[config.mk]
export PLATFORM = sky130hd
export DESIGN_NAME = pca_cov_seq_ctrl_flat
export DESIGN_NICKNAME = d
export VERILOG_FILES = /design/src/rtl/pca_pkg.sv /design/src/rtl/pca_cov_seq_ctrl_if.sv /design/src/rtl/pca_pair_iter.sv /design/src/rtl/pca_cov_seq_ctrl.sv /design/src/flat_wrapper.sv
export SDC_FILE = /design/constraint.sdc
export NUM_CORES = 1
export LEC_CHECK = 0
export ABC_CLOCK_PERIOD_IN_PS = 4100
export CELL_PAD_IN_SITES_DETAIL_PLACEMENT = 1
export CELL_PAD_IN_SITES_GLOBAL_PLACEMENT = 1
export CORE_MARGIN = 5
export CORE_UTILIZATION = 40
export DETAILED_ROUTE_END_ITERATION = 10
export PLACE_DENSITY = 0.93
export SYNTH_ARGS = -nofsm -noshare
export SYNTH_HDL_FRONTEND = slang
export SYNTH_HIERARCHICAL = 1
export SYNTH_SLANG_ARGS = --single-unit
[constraint.sdc]
create_clock -name clk -period 4.1 [get_ports clk]
set_input_delay 0.615 -clock clk [delete_from_list [all_inputs] [get_ports clk]]
set_output_delay 0.615 -clock clk [all_outputs]
set_load 0.05 [all_outputs]
[src/rtl/pca_pkg.sv]
// Shared definitions for the PCA covariance sequencer.
//   pca_state_e   : controller state encoding (IDLE, READ, DRAIN, WRITE, DONE)
//   pca_num_pairs : number of upper-triangular feature pairs for n_feat features
//   PERF_W        : width of the optional busy-cycle counter
package pca_pkg;

    typedef enum logic [2:0] {
        S_IDLE  = 3'd0,
        S_READ  = 3'd1,
        S_DRAIN = 3'd2,
        S_WRITE = 3'd3,
        S_DONE  = 3'd4
    } pca_state_e;

    localparam int PERF_W = 32;

    function automatic int pca_num_pairs(input int n_feat);
        return n_feat * (n_feat + 1) / 2;
    endfunction

endpackage

[src/rtl/pca_cov_seq_ctrl_if.sv]
// Sequencer <-> sample buffer / MAC / covariance store signals.
//   master : driven by the sequencer (read strobe, indices, MAC control, result valid)
//   slave  : buffer/MAC/store side (drives res_ready)
interface pca_cov_seq_ctrl_if #(
    parameter int SAMPLE_AW = 6,
    parameter int FEAT_AW   = 2,
    parameter int PAIR_AW   = 4
);
    logic                 rd_en;
    logic [SAMPLE_AW-1:0] sample_addr;
    logic [FEAT_AW-1:0]   feat_i;
    logic [FEAT_AW-1:0]   feat_j;
    logic                 mac_valid;
    logic                 mac_clear;
    logic                 res_valid;
    logic                 res_ready;
    logic [PAIR_AW-1:0]   res_addr;

    modport master (
        output rd_en, sample_addr, feat_i, feat_j, mac_valid, mac_clear,
               res_valid, res_addr,
        input  res_ready
    );

    modport slave (
        input  rd_en, sample_addr, feat_i, feat_j, mac_valid, mac_clear,
               res_valid, res_addr,
        output res_ready
    );
endinterface

[src/rtl/pca_pair_iter.sv]
// Upper-triangular (i,j) pair index generator, j >= i, row-major.
//   clear   : return to pair (0,0), linear index 0
//   advance : step to next pair (caller never advances past the last pair)
//   i, j    : current pair indices
//   pair    : linear pair index
//   last    : current pair is (N_FEAT-1, N_FEAT-1)
module pca_pair_iter #(
    parameter int N_FEAT  = 4,
    parameter int FEAT_AW = 2,
    parameter int PAIR_AW = 4
) (
    input  logic               clk,
    input  logic               rst_n,
    input  logic               clear,
    input  logic               advance,
    output logic [FEAT_AW-1:0] i,
    output logic [FEAT_AW-1:0] j,
    output logic [PAIR_AW-1:0] pair,
    output logic               last
);
    localparam logic [FEAT_AW-1:0] F_LAST = FEAT_AW'(N_FEAT - 1);

    always_ff @(posedge clk or negedge rst_n) begin
        if (!rst_n) begin
            i    <= '0;
            j    <= '0;
            pair <= '0;
        end else if (clear) begin
            i    <= '0;
            j    <= '0;
            pair <= '0;
        end else if (advance) begin
            pair <= pair + 1'b1;
            if (j != F_LAST) begin
                j <= j + 1'b1;
            end else begin
                // next row starts on its diagonal
                i <= i + 1'b1;
                j <= i + 1'b1;
            end
        end
    end

    assign last = (i == F_LAST) && (j == F_LAST);

endmodule

[src/rtl/pca_cov_seq_ctrl.sv]
// PCA covariance stage sequencer. For every upper-triangular feature pair it
// streams N_SAMPLES samples into the MAC, waits 1+MAC_LAT cycles for the
// buffer read and MAC pipeline to drain, then offers the result to the store.
//   clk, rst_n  : clock, asynchronous active-low reset
//   start       : one-cycle start request (ignored while busy)
//   busy        : state != IDLE
//   done        : one-cycle pulse after the last pair is accepted
//   bus         : buffer/MAC/store signals (master side)
//   busy_cycles : busy-cycle counter, present only when PCA_PERF_CNT_EN is defined
module pca_cov_seq_ctrl
    import pca_pkg::*;
#(
    parameter int N_SAMPLES = 64,
    parameter int N_FEAT    = 4,
    parameter int SAMPLE_AW = 6,
    parameter int FEAT_AW   = 2,
    parameter int PAIR_AW   = 4,
    parameter int MAC_LAT   = 2
) (
    input  logic              clk,
    input  logic              rst_n,
    input  logic              start,
    output logic              busy,
    output logic              done,
`ifdef PCA_PERF_CNT_EN
    output logic [PERF_W-1:0] busy_cycles,
`endif
    pca_cov_seq_ctrl_if.master bus
);
    localparam int                   DRAIN_W = $clog2(MAC_LAT + 1);
    localparam logic [SAMPLE_AW-1:0] K_LAST  = SAMPLE_AW'(N_SAMPLES - 1);
    localparam logic [DRAIN_W-1:0]   D_LAST  = DRAIN_W'(MAC_LAT);

    pca_state_e           state, state_nxt;
    logic [SAMPLE_AW-1:0] k;
    logic [DRAIN_W-1:0]   dcnt;
    logic                 iter_clear, iter_adv, iter_last;
    logic                 rd_en;

    pca_pair_iter #(
        .N_FEAT (N_FEAT),
        .FEAT_AW(FEAT_AW),
        .PAIR_AW(PAIR_AW)
    ) u_iter (
        .clk    (clk),
        .rst_n  (rst_n),
        .clear  (iter_clear),
        .advance(iter_adv),
        .i      (bus.feat_i),
        .j      (bus.feat_j),
        .pair   (bus.res_addr),
        .last   (iter_last)
    );

    always_ff @(posedge clk or negedge rst_n) begin
        if (!rst_n) state <= S_IDLE;
        else        state <= state_nxt;
    end

    always_comb begin
        state_nxt  = state;
        iter_clear = 1'b0;
        iter_adv   = 1'b0;
        case (state)
            S_IDLE:  if (start) begin
                         state_nxt  = S_READ;
                         iter_clear = 1'b1;
                     end
            S_READ:  if (k == K_LAST) state_nxt = S_DRAIN;
            S_DRAIN: if (dcnt == D_LAST) state_nxt = S_WRITE;
            S_WRITE: if (bus.res_ready) begin
                         if (iter_last) begin
                             state_nxt = S_DONE;
                         end else begin
                             state_nxt = S_READ;
                             iter_adv  = 1'b1;
                         end
                     end
            S_DONE:  state_nxt = S_IDLE;
            default: state_nxt = S_IDLE;
        endcase
    end

    assign rd_en = (state == S_READ);

    // k and dcnt rest at 0 outside their own states
    always_ff @(posedge clk or negedge rst_n) begin
        if (!rst_n) begin
            k             <= '0;
            dcnt          <= '0;
            bus.mac_valid <= 1'b0;
            bus.mac_clear <= 1'b0;
        end else begin
            if (state == S_READ)  k    <= (k == K_LAST) ? '0 : k + 1'b1;
            if (state == S_DRAIN) dcnt <= (dcnt == D_LAST) ? '0 : dcnt + 1'b1;
            // buffer data arrives one cycle after the read strobe
            bus.mac_valid <= rd_en;
            bus.mac_clear <= rd_en && (k == '0);
        end
    end

`ifdef PCA_PERF_CNT_EN
    always_ff @(posedge clk or negedge rst_n) begin
        if (!rst_n)
            busy_cycles <= '0;
        else if (state == S_IDLE && start)
            busy_cycles <= '0;
        else if (state != S_IDLE && busy_cycles != {PERF_W{1'b1}})
            busy_cycles <= busy_cycles + 1'b1;
    end
`endif

    assign bus.rd_en       = rd_en;
    assign bus.sample_addr = k;
    assign bus.res_valid   = (state == S_WRITE);
    assign busy            = (state != S_IDLE);
    assign done            = (state == S_DONE);

endmodule

[src/flat_wrapper.sv]
// flat-port wrapper written by rule: the top's interface ports become plain ports
module pca_cov_seq_ctrl_flat import pca_pkg::*;
#(
    parameter int N_SAMPLES = 64,
    parameter int N_FEAT    = 4,
    parameter int SAMPLE_AW = 6,
    parameter int FEAT_AW   = 2,
    parameter int PAIR_AW   = 4,
    parameter int MAC_LAT   = 2
)
  (clk, rst_n, start, busy, done, bus_rd_en, bus_sample_addr, bus_feat_i, bus_feat_j, bus_mac_valid, bus_mac_clear, bus_res_valid, bus_res_addr, bus_res_ready);
  pca_cov_seq_ctrl_if #(.SAMPLE_AW(SAMPLE_AW), .FEAT_AW(FEAT_AW), .PAIR_AW(PAIR_AW)) bus_i ();
  input  logic clk;
  input  logic rst_n;
  input  logic start;
  output logic busy;
  output logic done;
  output wire logic [$bits(bus_i.rd_en)-1:0] bus_rd_en;
  output wire logic [$bits(bus_i.sample_addr)-1:0] bus_sample_addr;
  output wire logic [$bits(bus_i.feat_i)-1:0] bus_feat_i;
  output wire logic [$bits(bus_i.feat_j)-1:0] bus_feat_j;
  output wire logic [$bits(bus_i.mac_valid)-1:0] bus_mac_valid;
  output wire logic [$bits(bus_i.mac_clear)-1:0] bus_mac_clear;
  output wire logic [$bits(bus_i.res_valid)-1:0] bus_res_valid;
  output wire logic [$bits(bus_i.res_addr)-1:0] bus_res_addr;
  input wire logic [$bits(bus_i.res_ready)-1:0] bus_res_ready;
  assign bus_rd_en = bus_i.rd_en;
  assign bus_sample_addr = bus_i.sample_addr;
  assign bus_feat_i = bus_i.feat_i;
  assign bus_feat_j = bus_i.feat_j;
  assign bus_mac_valid = bus_i.mac_valid;
  assign bus_mac_clear = bus_i.mac_clear;
  assign bus_res_valid = bus_i.res_valid;
  assign bus_res_addr = bus_i.res_addr;
  assign bus_i.res_ready = bus_res_ready;
  pca_cov_seq_ctrl #(.N_SAMPLES(N_SAMPLES), .N_FEAT(N_FEAT), .SAMPLE_AW(SAMPLE_AW), .FEAT_AW(FEAT_AW), .PAIR_AW(PAIR_AW), .MAC_LAT(MAC_LAT)) u_core (.clk(clk), .rst_n(rst_n), .start(start), .busy(busy), .done(done), .bus(bus_i));
endmodule
==> results.cfg, run 1 <==
; implementation run metrics
[detailed_routing]
routed_wl_mm = 2.53
met2WireLength_mm = 1.22
via_per_inst = 5.43
drt-met1-wl_mm = 1.13
drtPass1Iterations = 4
post_drt_wl_per_cell_um = 15.6
highest_layer = met4
drt_iter0_markers = 14
ant_nets = 0
vias = 879

[logic_synthesis]
synth_seq_share_pct = 47.7
ys_sh_adder_pct = 5.68
flop_cell = dfrtp_1
ys_area_um2 = 1100
yosys_cells = 109
synthCells = 109
synth.cellmix.simpleShare_pct = 20.9
synth_area_um2 = 1100
edf_count = 0
async_flop_share_pct = 100
ys_top_logic_family = simple AND/OR/NAND/NOR gates

[die]
initCoreUtil_pct = 41.0
coreArea_um2 = 2690
io_pins = 24
dieArea_um2 = 3910

[global_route]
gr-total-overflow = 0
grtUsageMet1_pct = 17.1
first_global_vias = 993
busiest_layer = met2
grt_pass1_wl_mm = 4.60

[cts]
post_cts_buffers = 0
clock-sinks = 21
cts.clk_slew.worst_paths_ns = 0.12

[critical_path]
startpoint = u_core/state[1]
reg2reg_depth = 5
start_kind = register
critPathCaptureType = primary output
cp_max_fo = 13
r2r-start = u_core/u_iter/j[0]
crit_chain = or3b_1 > inv_2 > clkdlybuf4s50_1
cp.arrival_ns = 2.33
cp.required_ns = 3.48
crit_type = reg2out
worst-path-buf-inv = 2
cp-endpoint = bus_rd_en
max_stage_delay_ns = 0.82

[final_layout]
post_layout_nonfiller_instances = 162
comb_share_pct = 37.9
clk_share_pct = 1.92
fillers = 305
fin_area_um2 = 1370
dominant_cells = sequential cells
largest_reg_flops = 6
seq_area_um2 = 526
buf_share_pct = 16.9
final_common_cell = clkdlybuf4s50_1
area_growth_pct = 23.8
num-nonclk-buffers = 23

[place]
dp.cells = 158
port_buffers = 23
post-dp-hpwl_mm = 1.89
gp_congestion = 0.790

[flow_run]
drv_cap = 0
warnings = 27

[run_status]
status = finished clean

[worst_hold_path]
hold_path.class = reg2reg
worstHoldStart = u_core/bus.sample_addr[4]

[sta]
fin_crit_sh_pct = 71.8
fmax_mhz = 340
worst_slew_margin_rel_pct = 35.6

[power_and_ir_drop]
power_per_cell_area_nw_per_um2 = 669
-- run 1: worst register-to-register path, stage by stage (launching register included) --
cell     delay (ns)
dfrtp_1        0.43
ha_1           0.32
and2_1         0.21
nor2_1         0.70
nand4_1        0.19
mux2_1         0.35
-- run 1: where the power goes --
part           switching (W)  internal [W]
Combinational       0.000310      0.000168
Sequential         0.0000694      0.000260
Clock              0.0000672     0.0000381
-- run 1: per-stage QoR --
step	power, W	utilization, %	hold WS, ns
3_5_place_dp	0.000816	49.8	0.526
6_report	0.000913	50.8	0.541
3_3_place_gp	0.000798	49.8	0.497
4_1_cts	0.000927	50.8	0.546
2_1_floorplan	0.000655	-	0.319
5_1_grt	0.000982	50.8	0.609
Run 1, power grid:
The bar under the picture is 20 um long. Pins as bars on the die edge.
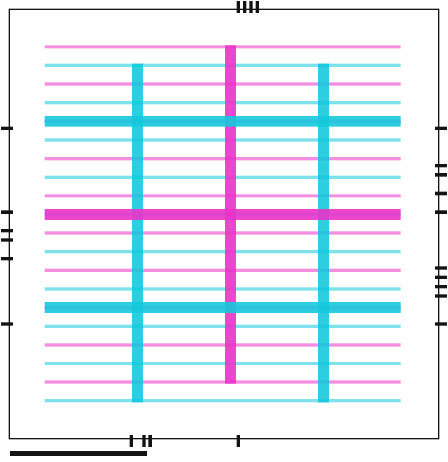
Key: VSS = cyan; VDD = magenta
3 straps on met4. 24 signal pins sit on the boundary. 20 met1 rails follow the rows.

Run 1, cells coloured by class:
The bar under the picture is 20 um long.
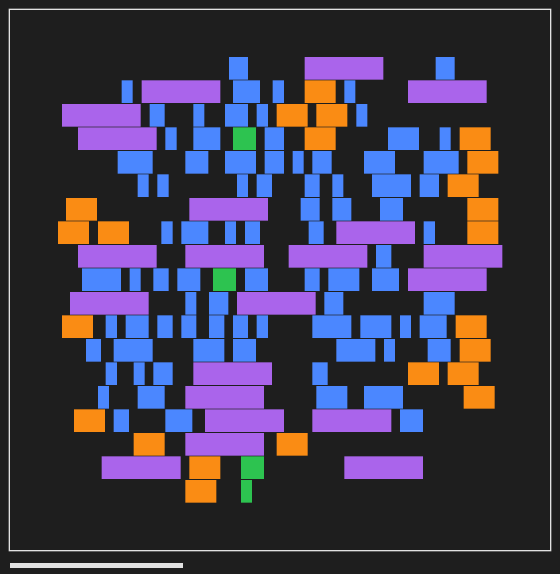
Key: other buffers and delay cells = orange [cells 23, share of their area 17%]; all other logic = blue [cells 83, share of their area 41%]; clock drivers and dummy loads = green [cells 4, share of their area 2.0%]; flops = purple [cells 21, share of their area 40%]

Run 1, clock distribution:
The bar under the picture is 20 um long.
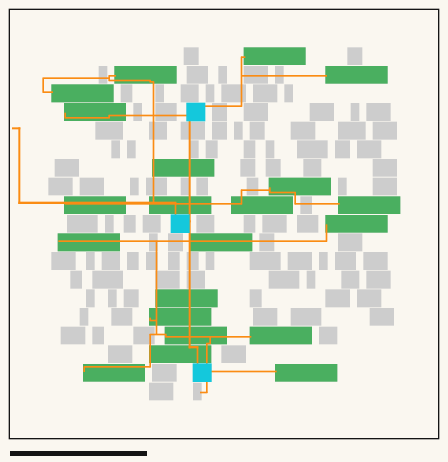
Key: cells driving clock nets = cyan [count 3]; flip-flops = green [count 21]; clock wires = orange [length 313 um]
Position of the flops: all over the die. There are 4 routed clock nets.

Run 1, routed metal, one colour a layer:
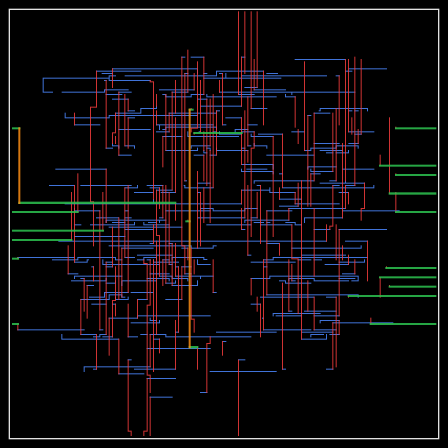

==> run 1 -> run 2 <==
ABC_CLOCK_PERIOD_IN_PS = 3030   (was 4100)
CORE_UTILIZATION = 38   (was 40)
PLACE_DENSITY = 0.89   (was 0.93)
clock period = 3.03 ns   (was 4.1 ns; I/O delays follow)
Run 2, routed metal, one colour a layer:
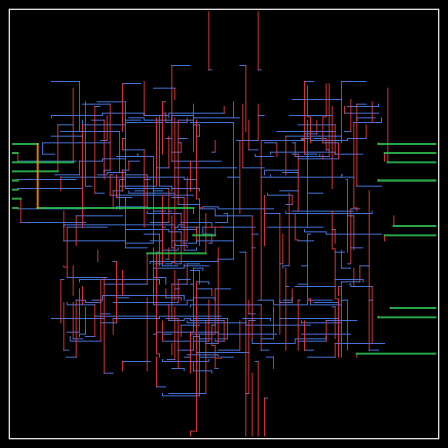
Key: met4 = orange [wire length 9.50 um]; met1 = blue [wire length 1110 um]; met3 = green [wire length 131 um]; met2 = red [wire length 1250 um]

Run 2, cells coloured by class:
The bar under the picture is 20 um long.
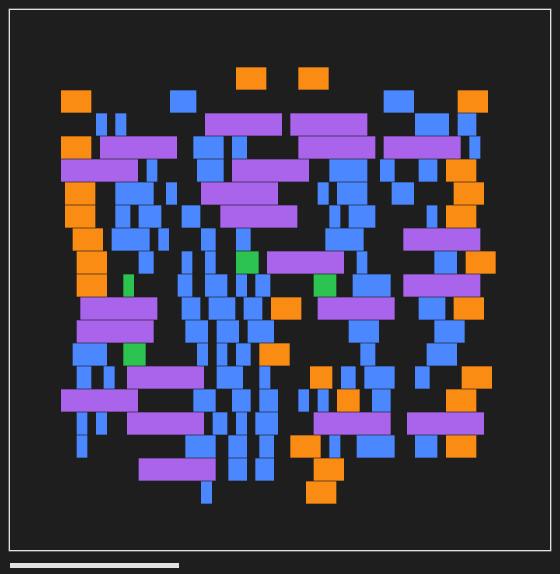
Key: all other logic = blue [cells 83, share of their area 41%]; flops = purple [cells 21, share of their area 39%]; clock drivers and dummy loads = green [cells 4, share of their area 2.0%]; other buffers and delay cells = orange [cells 25, share of their area 18%]

==> run 2 against run 1 <==
Against the previous run: clock skew down 0.0070 ns; setup slack worse by 0.93 ns; critical path depth unchanged; combinational power grew 37%.
==> results.cfg, run 2 <==
; implementation run metrics
[die]
initCoreUtil_pct = 40.0
io_pins = 24
coreArea_um2 = 2760
dieArea_um2 = 4080

[logic_synthesis]
edf_count = 0
async_flop_share_pct = 100
ys_area_um2 = 1100
synth_seq_share_pct = 47.7
ys_top_logic_family = simple AND/OR/NAND/NOR gates
synth.cellmix.simpleShare_pct = 20.9
synthTopCellsByCount = dfrtp_1 (21), nand2_1 (10), nor2_1 (8)
largest_area_cell = dfrtp_1
synthCells = 109

[power_and_ir_drop]
p_int_w = 0.000635
power_clock_w = 0.000134
total_power_w = 0.00124
seqPwrFrac_pct = 36.4
pg_seq_w = 0.000451
combPwrFrac_pct = 52.7
power_leader = combinational cells
switching_power_w = 0.000603
power_per_cell_area_nw_per_um2 = 897
p_comb_w = 0.000653
clockPowerShare_pct = 10.8
cellLeakagePower_nw = 0.600

[critical_path]
start_kind = register
cp-endpoint = bus_rd_en
cp_max_fo = 13
cp.arrival_ns = 2.35
crit_type = reg2out
reg2reg_depth = 6
r2r-start = u_core/u_iter/j[0]

[place]
dp.cells = 160
port_buffers = 23
gp_congestion = 0.785
post-dp-hpwl_mm = 1.90

[detailed_routing]
post_drt_wl_per_cell_um = 15.2
via_per_inst = 5.52
met2WireLength_mm = 1.25
highest_layer = met4
ant_nets = 0
vias = 906
drtPass1Iterations = 4
drt-met1-wl_mm = 1.11
routed_wl_mm = 2.50
drt_iter0_markers = 27

[worst_hold_path]
hold_path.class = reg2reg
worstHoldStart = u_core/bus.sample_addr[4]

[sta]
fin_crit_sh_pct = 92.4
worst_slew_margin_rel_pct = 38.2
fmax_mhz = 357
whs_ns = 0.534

[flow_run]
warnings = 27
drv_cap = 0

[cts]
post_cts_buffers = 0
clock-sinks = 21
cts.clk_slew.worst_paths_ns = 0.11
htree_levels = 1

[global_route]
first_global_vias = 972
grtUsageMet1_pct = 16.0
grt_pass1_wl_mm = 4.35
gr-total-overflow = 0
busiest_layer = met2

[final_layout]
post_layout_nonfiller_instances = 164
utilization_pct = 50.0

[run_status]
status = finished clean
run 2: cell counts after synthesis:
No cell type changed its count.
run 2: layout make-up:
| class | instances | area, um^2 |
|---|---|---|
| repair buffers | 25 | 245 |
| well taps | 31 | 38.8 |
| inverters | 7 | 26.3 |
| fillers | 332 | 1380 |
| multi-input cells | 76 | 518 |
| clock buffers | 4 | 26.3 |
| flip-flops and latches | 21 | 526 |
run 2: critical path: stages (launching register included):
cell and delay [ns]:
dfrtp_1 0.52, or3b_1 0.54, inv_2 0.16, clkdlybuf4s50_1 0.83
Run 2, power grid:
The bar under the picture is 20 um long. Pins as bars on the die edge.
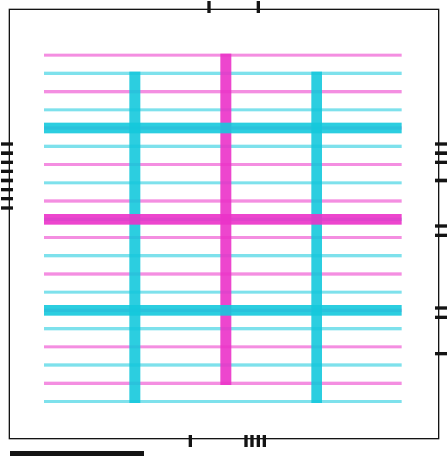

==> run 2 -> run 3 <==
CORE_UTILIZATION = 46   (was 38)
CTS_CLUSTER_DIAMETER = 100   (was not set)
DONT_BUFFER_PORTS = 1   (was not set)
PLACE_DENSITY = 0.87   (was 0.89)
Run 3, power grid:
The bar under the picture is 20 um long. Pins as bars on the die edge.
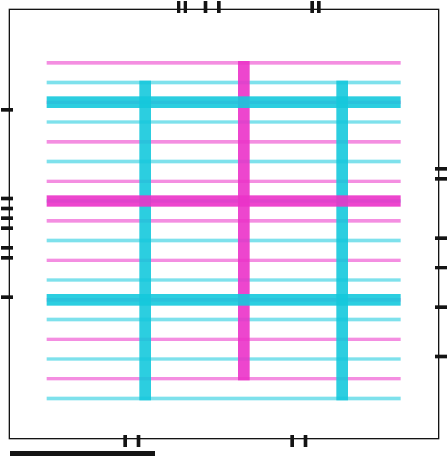
Key: VDD = magenta; VSS = cyan
3 straps on met4. The core has 17 rows. 18 met1 rails follow the rows. 24 signal pins sit on the boundary.

Run 3, cells coloured by class:
The bar under the picture is 20 um long.
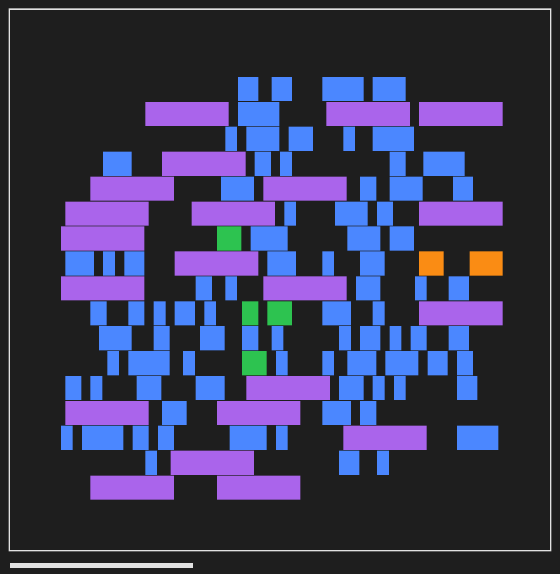
Key: other buffers and delay cells = orange [cells 2, share of their area 1.6%]; flops = purple [cells 21, share of their area 47%]; clock drivers and dummy loads = green [cells 4, share of their area 2.5%]; all other logic = blue [cells 83, share of their area 49%]

==> run 3 against run 2 <==
Against the previous run: combinational power is 59% lower; cell count is 16% lower; sequential power increased by about 50%; wire length is 9.5% lower; clock skew rose by 0.0020 ns; core utilization rose by 1.2 points; die area is 15% lower; area after synthesis unchanged; non-clock buffer count down 23; fmax up 20%; sequential share of layout area increased by 7.4 points; critical endpoint is now u_core/u_iter/pair[3]; highest routed layer unchanged.
==> results.cfg, run 3 <==
; implementation run metrics
[run_status]
status = finished clean

[logic_synthesis]
ys_top_logic_family = simple AND/OR/NAND/NOR gates
synth_seq_share_pct = 47.7
ys_sh_adder_pct = 5.68
yosysWarnings = 6
largest_area_cell = dfrtp_1
async_flop_share_pct = 100
yosys_cells = 109
synth_area_um2 = 1100
synthCells = 109
synthTopCellsByCount = dfrtp_1 (21), nand2_1 (10), nor2_1 (8)
ys_area_um2 = 1100
edf_count = 0
flop_cell = dfrtp_1

[detailed_routing]
via_per_inst = 5.80
vias = 800
drtPass1Iterations = 4
drt-met1-wl_um = 944
highest_layer = met4
post_drt_wl_per_cell_um = 16.4
drt_iter0_markers = 16
routed_wl_mm = 2.26
met2WireLength_mm = 1.14
ant_nets = 0

[place]
post-dp-hpwl_mm = 1.69
dp.cells = 133

[power_and_ir_drop]
power_per_cell_area_nw_per_um2 = 937
total_power_w = 0.00108
cellLeakagePower_nw = 0.516

[final_layout]
flop-count = 21
dominant_cells = sequential cells
largest_reg_flops = 6
utilization_pct = 51.2
post_layout_nonfiller_instances = 138
buf_share_pct = 1.52
final_common_cell = dfrtp_1
fillers = 266
comb_share_pct = 45.3
seq_area_um2 = 526
fin_area_um2 = 1150
multi_input_comb_cells = 76
clk_share_pct = 2.38
seq_area_share_pct = 45.5
area_growth_pct = 4.77
num-nonclk-buffers = 2
nonClockInverterCount = 7

[critical_path]
start_kind = register
startpoint = u_core/state[1]
cp_max_fo = 13
reg2reg_depth = 4
r2r-start = u_core/state[1]
critPathCaptureType = register
cp-endpoint = u_core/u_iter/pair[3]
max_stage_delay_ns = 0.67
cp.required_ns = 3.23
cpMaxStageDelayCell = or3_1
crit_type = reg2reg

[die]
io_pins = 24
coreArea_um2 = 2250
dieArea_um2 = 3480
initCoreUtil_pct = 48.9

[worst_hold_path]
worstHoldStart = bus_res_ready
hold_path.class = in2reg

[sta]
whs_ns = 0.316
fin_crit_sh_pct = 77.3

[cts]
clock-sinks = 21
htree_levels = 1
post_cts_buffers = 0

[global_route]
grt_pass1_wl_mm = 3.97
gr-total-overflow = 0
first_global_vias = 913

[flow_run]
warnings = 27
## run 3: cell families after synthesis
family | count (synthesis)
and+or+nand+nor | 43
DFF | 21
AOI/OAI and AO/OA | 20
buffers and inverters | 12
muxes | 5
adders and majority gates | 5
xor gates and xnor gates | 3
## run 3: power by group
part / switching, W / leakage [nW] / internal [W]
Clock: 0.0000840 / 0.0177 / 0.0000491
Combinational: 0.000160 / 0.229 / 0.000110
Sequential: 0.000331 / 0.270 / 0.000347
Total: 0.000575 / 0.516 / 0.000507
## run 3: per-layer routing
layer  global-route usage (%)  vias to the layer above
li1                         -                      388
met1                     16.8                      394
met2                     26.5                       16
met3                     5.48                        2
met4                     4.85                        0
met5                        0                        -
## run 3: critical path: cells and delay by family (launching register included)
kind          cells  cell delay [ns]
flops             1             0.52
mux               1             0.32
simple gates      3             1.41
Power figures rest on the tool's default switching activity, not on a simulated workload.
